### Where the registers sit

Other sequential cells in the stronger gray, the rest of the logic in the fainter gray.
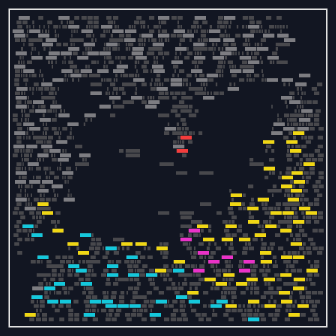
### Clock wiring as the flow saved it

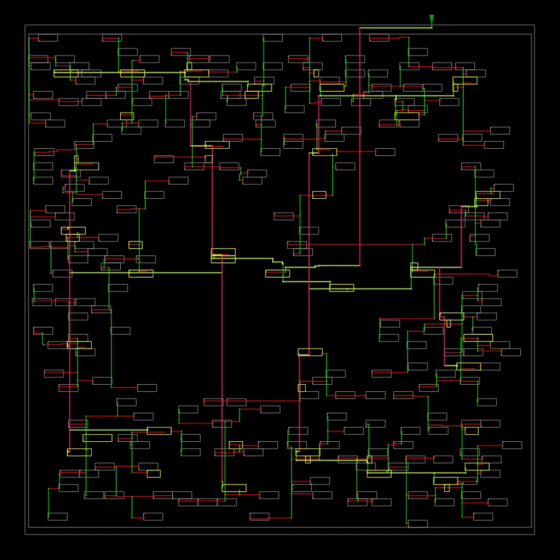
### Gate families picked out

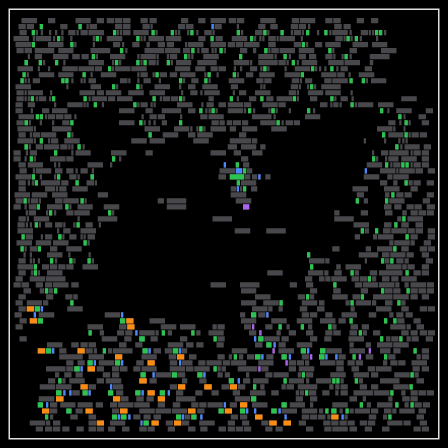
### Supply network

Pins as bars on the die edge.
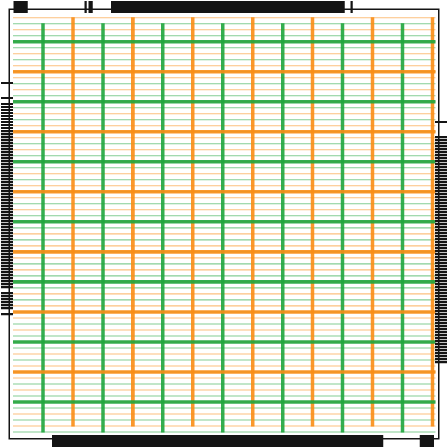
[config.mk]
export PLATFORM = sky130hd
export DESIGN_NAME = axi_rw_arbiter
export DESIGN_NICKNAME = d
export VERILOG_FILES = /design/src/rtl/axi_rw_arbiter_pkg.sv /design/src/rtl/axi_rw_arbiter_rw_req_latch.sv /design/src/rtl/axi_rw_arbiter.sv
export SDC_FILE = /design/constraint.sdc
export NUM_CORES = 1
export LEC_CHECK = 0
export CORE_MARGIN = 1
export CORE_UTILIZATION = 25
export CTS_CLUSTER_DIAMETER = 120
export DETAILED_ROUTE_END_ITERATION = 16
export GPL_ROUTABILITY_DRIVEN = 0
export PLACE_DENSITY = 0.57
export SLEW_MARGIN = 25
export SYNTH_ARGS = -nofsm -noshare
export SYNTH_HDL_FRONTEND = slang
export SYNTH_HIERARCHICAL = 1
export SYNTH_SLANG_ARGS = --single-unit
[constraint.sdc]
create_clock -name clock -period 1.8 [get_ports clock]
set_input_delay 0.27 -clock clock [delete_from_list [all_inputs] [get_ports clock]]
set_output_delay 0.27 -clock clock [all_outputs]
set_load 0.005 [all_outputs]
[src/rtl/axi_rw_arbiter_pkg.sv]
// Shared encodings for the two-requester arbiter in front of the AXI read/write bridge.
package axi_rw_arbiter_pkg;

  typedef enum logic [1:0] {
    ST_IDLE = 2'd0,
    ST_BUSY = 2'd1,
    ST_RESP = 2'd2
  } state_t;

  localparam logic GRANT_IF  = 1'b0;
  localparam logic GRANT_MEM = 1'b1;

  localparam logic RW_REQ_READ  = 1'b0;
  localparam logic RW_REQ_WRITE = 1'b1;

  // Sliced down to the strobe width by users; wide enough for 1024-bit data.
  localparam logic [127:0] FULL_STRB = '1;

endpackage

[src/rtl/axi_rw_arbiter_rw_req_latch.sv]
// Grant-select mux and capture registers for the request presented to the bridge.
module axi_rw_arbiter_rw_req_latch
  import axi_rw_arbiter_pkg::*;
#(
  parameter int RW_DATA_WIDTH = 64,
  parameter int RW_ADDR_WIDTH = 32,
  parameter int RW_STRB_WIDTH = RW_DATA_WIDTH / 8
) (
  input  logic                     i_clock,
  input  logic                     i_reset,
  input  logic                     i_load,
  input  logic                     i_grant,
  input  logic [RW_ADDR_WIDTH-1:0] i_if_addr,
  input  logic                     i_mem_wen,
  input  logic [RW_ADDR_WIDTH-1:0] i_mem_addr,
  input  logic [RW_DATA_WIDTH-1:0] i_mem_wdata,
  input  logic [RW_STRB_WIDTH-1:0] i_mem_size,
  output logic                     o_req,
  output logic [RW_ADDR_WIDTH-1:0] o_addr,
  output logic [RW_DATA_WIDTH-1:0] o_wdata,
  output logic [RW_STRB_WIDTH-1:0] o_size
);

  logic                     w_req;
  logic [RW_ADDR_WIDTH-1:0] w_addr;
  logic [RW_DATA_WIDTH-1:0] w_wdata;
  logic [RW_STRB_WIDTH-1:0] w_size;

  // Fetch is always a full-width read with no write payload.
  always_comb begin
    w_req   = RW_REQ_READ;
    w_addr  = i_if_addr;
    w_wdata = '0;
    w_size  = FULL_STRB[RW_STRB_WIDTH-1:0];
    if (i_grant == GRANT_MEM) begin
      w_req   = i_mem_wen;
      w_addr  = i_mem_addr;
      w_wdata = i_mem_wdata;
      w_size  = i_mem_size;
    end
  end

  always_ff @(posedge i_clock) begin
    if (i_reset) begin
      o_req   <= RW_REQ_READ;
      o_addr  <= '0;
      o_wdata <= '0;
      o_size  <= '0;
    end else if (i_load) begin
      o_req   <= w_req;
      o_addr  <= w_addr;
      o_wdata <= w_wdata;
      o_size  <= w_size;
    end
  end

endmodule

[src/rtl/axi_rw_arbiter.sv]
// Arbitrates instruction fetch and memory stage onto the single rw_* port of the AXI bridge,
// one transaction at a time, and returns a one-cycle ready pulse with data to the winner.
module axi_rw_arbiter
  import axi_rw_arbiter_pkg::*;
#(
  parameter int RW_DATA_WIDTH = 64,
  parameter int RW_ADDR_WIDTH = 32,
  parameter int RW_STRB_WIDTH = RW_DATA_WIDTH / 8,
  parameter int ROUND_ROBIN   = 1
) (
  input  logic                     clock,
  input  logic                     reset,
  input  logic                     if_valid_i,
  input  logic [RW_ADDR_WIDTH-1:0] if_addr_i,
  output logic                     if_ready_o,
  output logic [RW_DATA_WIDTH-1:0] if_data_o,
  input  logic                     mem_valid_i,
  input  logic                     mem_wen_i,
  input  logic [RW_ADDR_WIDTH-1:0] mem_addr_i,
  input  logic [RW_DATA_WIDTH-1:0] mem_wdata_i,
  input  logic [RW_STRB_WIDTH-1:0] mem_size_i,
  output logic                     mem_ready_o,
  output logic [RW_DATA_WIDTH-1:0] mem_rdata_o,
  output logic                     rw_valid_o,
  output logic                     rw_req_o,
  output logic [RW_ADDR_WIDTH-1:0] rw_addr_o,
  output logic [RW_DATA_WIDTH-1:0] rw_w_data_o,
  output logic [RW_STRB_WIDTH-1:0] rw_size_o,
  input  logic                     rw_ready_i,
  input  logic [RW_DATA_WIDTH-1:0] rw_data_read_i,
  output logic [1:0]               dbg_state_o
);

  // Handshake: a requester holds valid and its fields until its ready pulses for one cycle;
  // rw_valid_o stays high with frozen fields until the bridge returns a one-cycle rw_ready_i.

  state_t                   r_state;
  logic                     r_grant;
  logic                     r_last_grant;
  logic                     r_rw_valid;
  logic                     r_if_ready;
  logic                     r_mem_ready;
  logic [RW_DATA_WIDTH-1:0] r_if_data;
  logic [RW_DATA_WIDTH-1:0] r_mem_rdata;

  logic w_any_valid;
  logic w_grant;
  logic w_accept;

  always_comb begin
    w_any_valid = if_valid_i | mem_valid_i;
    if (if_valid_i && mem_valid_i)
      w_grant = (ROUND_ROBIN != 0) ? ~r_last_grant : GRANT_MEM;
    else
      w_grant = mem_valid_i ? GRANT_MEM : GRANT_IF;
  end

  assign w_accept = (r_state == ST_IDLE) && w_any_valid;

  axi_rw_arbiter_rw_req_latch #(
    .RW_DATA_WIDTH (RW_DATA_WIDTH),
    .RW_ADDR_WIDTH (RW_ADDR_WIDTH),
    .RW_STRB_WIDTH (RW_STRB_WIDTH)
  ) u_req_latch (
    .i_clock     (clock),
    .i_reset     (reset),
    .i_load      (w_accept),
    .i_grant     (w_grant),
    .i_if_addr   (if_addr_i),
    .i_mem_wen   (mem_wen_i),
    .i_mem_addr  (mem_addr_i),
    .i_mem_wdata (mem_wdata_i),
    .i_mem_size  (mem_size_i),
    .o_req       (rw_req_o),
    .o_addr      (rw_addr_o),
    .o_wdata     (rw_w_data_o),
    .o_size      (rw_size_o)
  );

  // RESP keeps a still-high requester valid from being re-accepted alongside its ready.
  always_ff @(posedge clock) begin
    if (reset) begin
      r_state      <= ST_IDLE;
      r_grant      <= GRANT_IF;
      r_last_grant <= GRANT_IF;
      r_rw_valid   <= 1'b0;
      r_if_ready   <= 1'b0;
      r_mem_ready  <= 1'b0;
      r_if_data    <= '0;
      r_mem_rdata  <= '0;
    end else begin
      r_if_ready  <= 1'b0;
      r_mem_ready <= 1'b0;
      case (r_state)
        ST_IDLE: begin
          if (w_accept) begin
            r_grant      <= w_grant;
            r_last_grant <= w_grant;
            r_rw_valid   <= 1'b1;
            r_state      <= ST_BUSY;
          end
        end
        ST_BUSY: begin
          if (rw_ready_i) begin
            r_rw_valid <= 1'b0;
            r_state    <= ST_RESP;
            if (r_grant == GRANT_MEM) begin
              r_mem_rdata <= rw_data_read_i;
              r_mem_ready <= 1'b1;
            end else begin
              r_if_data  <= rw_data_read_i;
              r_if_ready <= 1'b1;
            end
          end
        end
        ST_RESP: r_state <= ST_IDLE;
        default: r_state <= ST_IDLE;
      endcase
    end
  end

  assign rw_valid_o  = r_rw_valid;
  assign if_ready_o  = r_if_ready;
  assign mem_ready_o = r_mem_ready;
  assign if_data_o   = r_if_data;
  assign mem_rdata_o = r_mem_rdata;
  assign dbg_state_o = r_state;

endmodule

==> qor.csv <==
metric,value,unit
status,completed,
largest_class,non-clock buffers,
path_clk_slew,0.06,ns
final_cell_mix,"439 x clkdlybuf4s50_1, 257 x nand2_1, 239 x dfxtp_1",
netlist_instances,1048,
buffer_area_share,32.8,%
synthFlopType,dfxtp_1,
setup_slack,0.0560,ns
die_h,194,um
vias,8644,
final_antenna_net_count,0,
yosysSeqAreaShare,52.0,%
slowest_delay,0.56,ns
r2r_cells,7,
top_area_share,52.0,%
fin_nets,1680,
setup_viol,0,
hold_violations,0,
worst_path_max_delay_cell,clkdlybuf4s50_1,
layout_top_cell,clkdlybuf4s50_1,
final_cells,1957,
regToRegSetupSlack,0.39,ns
post_cts_resized,3,
path_buffers,1,
endpoint,rw_addr_o[3],
placed_cell_area,14200,sq um
dr.first_iter.drc_count,367,
grt_antenna_before_repair,1,
clkPwrFrac,42.5,%
cp_max_fo,2,
warnings,26,
netlist-cell-type-count,26,
grt_pass1_wl,49.7,mm
layout-area-overhead-vs-synth,65.1,%
io_buffers,443,
logic_area,3840,sq um
vias_per_cell,4.42,
synth.most_common_cell,nand2_1,
swShare,24.6,%
holdCritStartpoint,reset,
cts.htree.levels,1,
final_util,42.3,%
drv_cap,0,
synth_xor_xnor_area_share,0,%
inverters,9,
yosys_cells,1048,
stdcell_area,15200,sq um
cts_buffers,28,
holdCritPathClass,input port to flip-flop,
grt_max_degree,67,
root_buffer,clkbuf_16,
cp-startpoint,u_req_latch/o_addr[3],
crit_cells,1,
clk_share,6.38,%
wl_per_cell,16.5,um
yosys.area_share.aoi,14.1,%
top_cells_by_count,"257 x nand2_1, 239 x dfxtp_1, 196 x a21oi_1, 65 x nand2b_1, 50 x nand3_2",
core-area,35900,sq um
async_flop_share,0,%
ios,444,
power-top-group,clock,
ys_sh_adder,0,%
cts_buffer_depth,3,
hold_buffers,0,
p_leak,5.33,nW
drcViolationCount,0,
grt_usage,16.5,%
rr_startpoint,dbg_state_o[1],
irDropWorstVdd,0.696,mV
tap-cell-count,461,
critical_path_class,flip-flop to primary output,
crit_path_end_kind,primary output,
arrival,1.47,ns
use_met1,20.0,%
globalRouteMet2Util,29.1,%
post-cts-setup-buffer-count,0,
drive_gt1_share,9.97,%
powerComb,2.24,mW
yosysWarnings,6,
cp-start-kind,flip-flop,
yosys-top-cells-area,"dfxtp_1 52%, a21oi_1 11%, nand2_1 10%, nand3_2 5.4%, nand2b_1 4.4%",
power-per-cell-area,911,nW/um^2
dr_wl_met2,15.9,mm
ys_top_logic_family,simple AND/OR/NAND/NOR gates,
wirelength_met1,13.6,mm
worst_pin_slew,0.312,ns
pre_cts_ws,-0.0340,ns
r2r-end,u_req_latch/o_wdata[35],
seq-power,5.72,mW
finalCritPeriodShare,96.9,%
dp_cells,1905,
fmax,573,MHz
hold_path_end,if_ready_o,
rsz0062_at_grt,no,
synth_nets,1254,
seq_area,4780,sq um
yosys_area,9210,sq um
hpwlAfterDp,23.1,mm
die_w,194,um
critical_path_required,1.53,ns
drv_slew,0,
edf_count,0,
p_int,10.4,mW
comb_share,25.3,%
busiest_layer,met2,
seq_area_share,31.5,%
largest_area_cell,dfxtp_1,
power.total,13.8,mW
num-multi-input-gates,711,
pwr-share-comb,16.2,%
rows,69,
cts_tree,done,
antennaDiodeCount,1,
wl_met3,1.87,mm
clkbuf_count,40,
switchingPower,3.41,mW
grt_use_met3,3.57,%
highest_layer,met4,
fill_cells,3542,
grt_remaining_overflow,0,
die-area,37600,sq um
syn_area,9210,sq um
post-route-min-period,1.74,ns
synthMuxAreaShare,3.48,%
grt_pass1_vias,8413,
fp_util,25.6,%
buffers,485,
syn_avg_cell_area,8.78,sq um
wl,32.3,mm
tns,0,ns
ys_sh_simple,23.9,%
critPathTopFamily,buffers and inverters,
pwr-share-seq,41.3,%
synth_flop_count,239,
slew_headroom,79.2,%
first_pass_iters,4,
About 'Where the registers sit':
| color | netlist name | placed flops |
|---|---|---|
| red | dbg_state_o | 2 |
| magenta | u_req_latch/o_size | 8 |
| yellow | u_req_latch/o_wdata | 64 |
| cyan | u_req_latch/o_addr | 32 |
not colored: 133

About 'Clock wiring as the flow saved it':
clk_skew: 0.00874 ns
clock sink count: 239
Late-Pin Clk Latency: 0.54 ns
P_clk: 5.89 mW
Flops: 239

About 'Gate families picked out':
| color | family | cells | most used |
|---|---|---|---|
| blue | nor cells | 46 | nor2_1 |
| green | aoi and oai cells | 238 | a21oi_1 |
| orange | mux cells | 32 | mux2i_1 |
| purple | inv cells | 9 | inv_1 |

About 'Supply network':
| color | net |
|---|---|
| green | VSS |
| orange | VDD |
met5 straps: 13
met4 straps: 14
met1 rails: 70
signal pins: 444

Power is estimated from default activity; no workload was simulated.
